==> config.mk <==
export PLATFORM = sky130hd
export DESIGN_NAME = inst_issue
export DESIGN_NICKNAME = d
export VERILOG_FILES = /design/src/rtl/inst_issue_pkg.sv /design/src/rtl/inst_issue_out_reg.sv /design/src/rtl/inst_issue.sv
export SDC_FILE = /design/constraint.sdc
export NUM_CORES = 1
export LEC_CHECK = 0
export CELL_PAD_IN_SITES_DETAIL_PLACEMENT = 1
export CELL_PAD_IN_SITES_GLOBAL_PLACEMENT = 1
export CORE_ASPECT_RATIO = 0.9
export CORE_MARGIN = 2
export CORE_UTILIZATION = 40
export CTS_CLUSTER_SIZE = 12
export DETAILED_ROUTE_END_ITERATION = 10
export PLACE_DENSITY_LB_ADDON = 0.1
export SLEW_MARGIN = 40
export SYNTH_ARGS = -nofsm -noshare
export SYNTH_HDL_FRONTEND = slang
export SYNTH_HIERARCHICAL = 1
export SYNTH_SLANG_ARGS = --single-unit
==> constraint.sdc <==
create_clock -name clk -period 4.08 [get_ports clk]
set_input_delay 0.612 -clock clk [delete_from_list [all_inputs] [get_ports clk]]
set_output_delay 0.612 -clock clk [all_outputs]
set_load 0.03 [all_outputs]
Fig. 1: M1 wires
Scale: 4 px per um. Supply wires on this layer in gray.
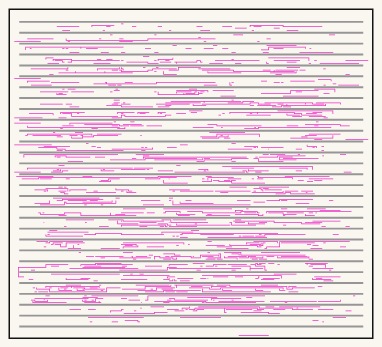
longest straight run: 29.9 um
nets with wire on the layer: 346
Post-Route WL: 6720 um
DR vias: 2283

Fig. 2: routed metal, one color a layer
Scale: 4 px per um. Two of the layers only.
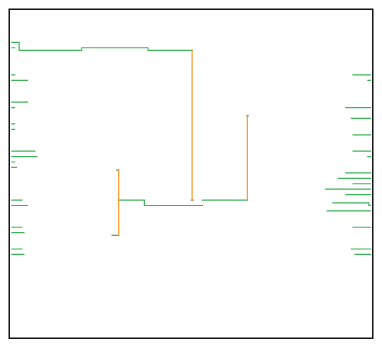
legend:
  green:
    layer: met3
    wire_length: 222 um
  orange:
    layer: met4
    wire_length: 74.8 um
post-DR wirelength/cell: 15.1 um
gr usage total: 0.193

Fig. 3: zoomed window
Region (30, 42) to (60, 72) um. Cells in gray, sequential cells in the stronger gray; small squares are vias.
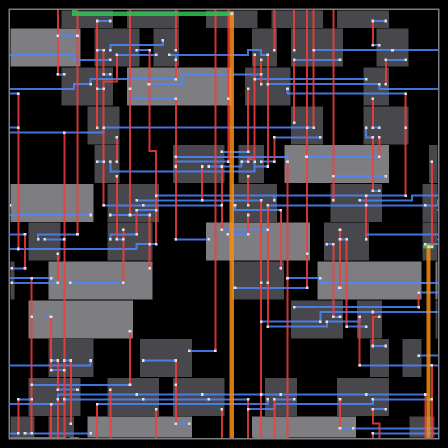
legend:
  green:
    layer: met3
  orange:
    layer: met4
  red:
    layer: met2
  blue:
    layer: met1
sequential cells in the window: 10
most frequent: a21bo_1 (10), dfxtp_1 (10), nand3_1 (9)
cells with their middle in the window: 45

Fig. 4: selected gate families
Scale: 4 px per um.
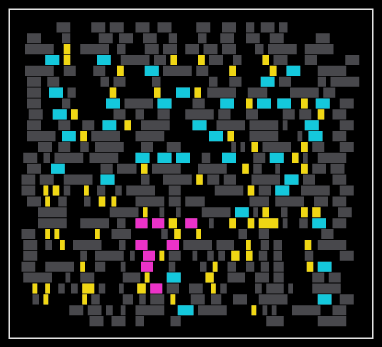
legend:
  cyan:
    family: AND-OR and OR-AND gates
    cells: 35
    most_used: a21bo_1
  magenta:
    family: XOR/XNOR gates
    cells: 8
    most_used: xor2_1
    where: south
  yellow:
    family: NAND gates
    cells: 65
    most_used: nand3_1
    where: widely spread
Non-Filler Instances: 444
combinational share of cell area: 0.436

Fig. 5: routing congestion map
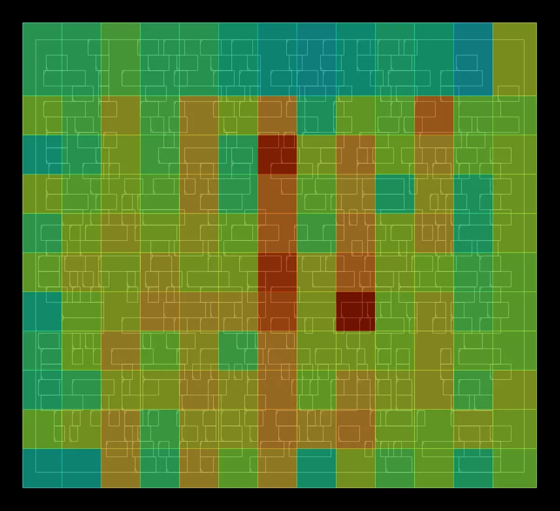
busiest grt layer: met2
met1 Track Usage GR: 0.264
met2 Resource Use GR: 0.311

==> out/qor.yml <==
maxCapViolCount: 0
combPwrFrac: 0.393
irDropWorstVdd_mv: 0.174
finish.utilization: 0.526
core_um2: 6550
synth-main-ff-cell: "dfxtp_1"
clock_skew_ns: 0.00768
p_per_area_nw_per_um2: 408
finalClockPeriodUsage: 0.675
critPathRequiredTime_ns: 3.47
cts_tree: "done"
synth_seq_share: 0.379
fin_crit_ns: 2.75
ys_sh_mux: 0.00372
p_leak_nw: 1.23
synthArstFlopShare: 0
synthTopLogicFamily: "AND-OR/OR-AND gates"
holdPathStages: 2
r2r_cells: 9
tns_ns: 0
hpwl_um: 4640
slew-limit-headroom: 0.527
rrSetupSlack_ns: 1.74
grt_setup_unrepaired: "no"
die.size.y_um: 81.9
drv_slew: 0
first_iter_violations: 101
io_pins: 68
wl_met1_um: 3430
syn_inst: 297
power_mw: 1.41
sw_frac_of_total: 0.385
tightest_slew_ns: 0.710
postCtsSetupRepairBufs: 0
xor_share: 0.0260
clk_path_buf_depth: 2
startpoint_type: "input pin"
vias_per_cell: 5.14
edf_count: 0
warning_count: 28
syn_area_um2: 2690
ctsResizeCount: 0
fa_ha_area_frac: 0.0232
cp_cell_sequence: "clkdlybuf4s50_1 > nand2b_4 > and2_1 > clkdlybuf4s50_1"
setup_ws_ns: 1.33
area_growth_pct: 27.9
p_int_mw: 0.863
critPathMaxFanout: 8
p_switching_mw: 0.542
critPathArrivalTime_ns: 2.14
largest_reg_flops: 32
io_buffers: 67
status: "finished clean"
critical_path.slowest_cell: "clkdlybuf4s50_1"
overflow: 0
grt_pass1_vias: 2304
yosys_area_um2: 2690
diodes: 0
crit_top_cell: "clkdlybuf4s50_1"
setup_viol: 0
cts-root-buf: "clkbuf_8"
drive_gt1_frac: 0.130
clkLatencyLatePin_ns: 0.30
ys_sh_simple: 0.216
cp-end-kind: "output pin"
cts_sinks: 51
antenna_found_initial: 0
pre_cts_ws_ns: 1.25
ys.flops: 51
yosys_cells: 297
antenna_left: 0
num-nets-final: 391
max_stage_delay_ns: 0.69
dieArea_um2: 7410
grt_max_degree: 67
==> metal layers <==
metal | vias up | track usage
met5 | - | 0
li1 | 1131 | -
met4 | 0 | 0.0600
met2 | 41 | 0.311
met3 | 7 | 0.0339
met1 | 1104 | 0.264
==> synthesized netlist by cell type, types with 3 or more instances <==
master | count | area share
dfxtp_1 | 51 | 0.38
nand3_1 | 36 | 0.067
a21bo_1 | 33 | 0.12
a21oi_2 | 33 | 0.11
and2_1 | 26 | 0.060
nand2_1 | 22 | 0.031
a21oi_1 | 12 | 0.022
buf_2 | 8 | 0.015
clkbuf_1 | 8 | 0.011
inv_1 | 8 | 0.011
buf_6 | 7 | 0.029
xor2_1 | 6 | 0.020
ha_1 | 5 | 0.023
nor2_1 | 5 | 0.0070
nor3_1 | 5 | 0.0093
and3_1 | 4 | 0.0093
nand4_1 | 3 | 0.0070
o21ai_0 | 3 | 0.0056
==> placed cells by master (no fill, tap or decap), types with 2 or more instances in the layout <==
cell,count
a21bo_1,33
a21oi_1,12
a21oi_2,33
and2_1,26
and3_1,4
buf_4,3
clkbuf_8,5
clkdlybuf4s50_1,66
conb_1,6
dfxtp_1,51
ha_1,5
inv_1,8
nand2_1,22
nand2b_1,2
nand3_1,36
nand4_1,3
nor2_1,5
nor3_1,5
o21ai_0,3
or2_2,2
xnor2_1,2
xor2_1,6
==> layout make-up <==
cell class,count,area [um^2]
inverter,8,30.0
clock buffer,6,72.6
tap,90,113
timing repair buffer,71,708
fill,783,3110
sequential,51,1020
multi-input combinational,218,1500
==> cell families after synthesis <==
logic type                 after synthesis
AOI/OAI and AO/OA                       88
buffers and inverters                   33
DFF                                     51
xor gates and xnor gates                 8
and+or+nand+nor                        110
other                                    1
adders and majority gates                5
muxes                                    1
==> worst max-delay path: cells and delay by family <==
kind,cells,cell delay (ns)
buf+inv,2,1.19
simple gates,2,0.34
==> through the flow <==
step	hold WS [ns]	instance area (um^2)
finish	0.463	3450
global route	0.496	3450
CTS	0.470	3450
detailed placement	0.457	3370
global placement	0.451	3370
floorplan	0.432	2710
==> power groups by stage <==
stage	logic (mW)	registers, mW	clock network (mW)
5_1_grt	0.612	0.583	0.308
3_3_place_gp	0.545	0.585	0
6_report	0.553	0.576	0.276
4_1_cts	0.558	0.576	0.288
3_5_place_dp	0.555	0.587	0
2_1_floorplan	0.370	0.605	0
Power and IR drop assume default switching activity.
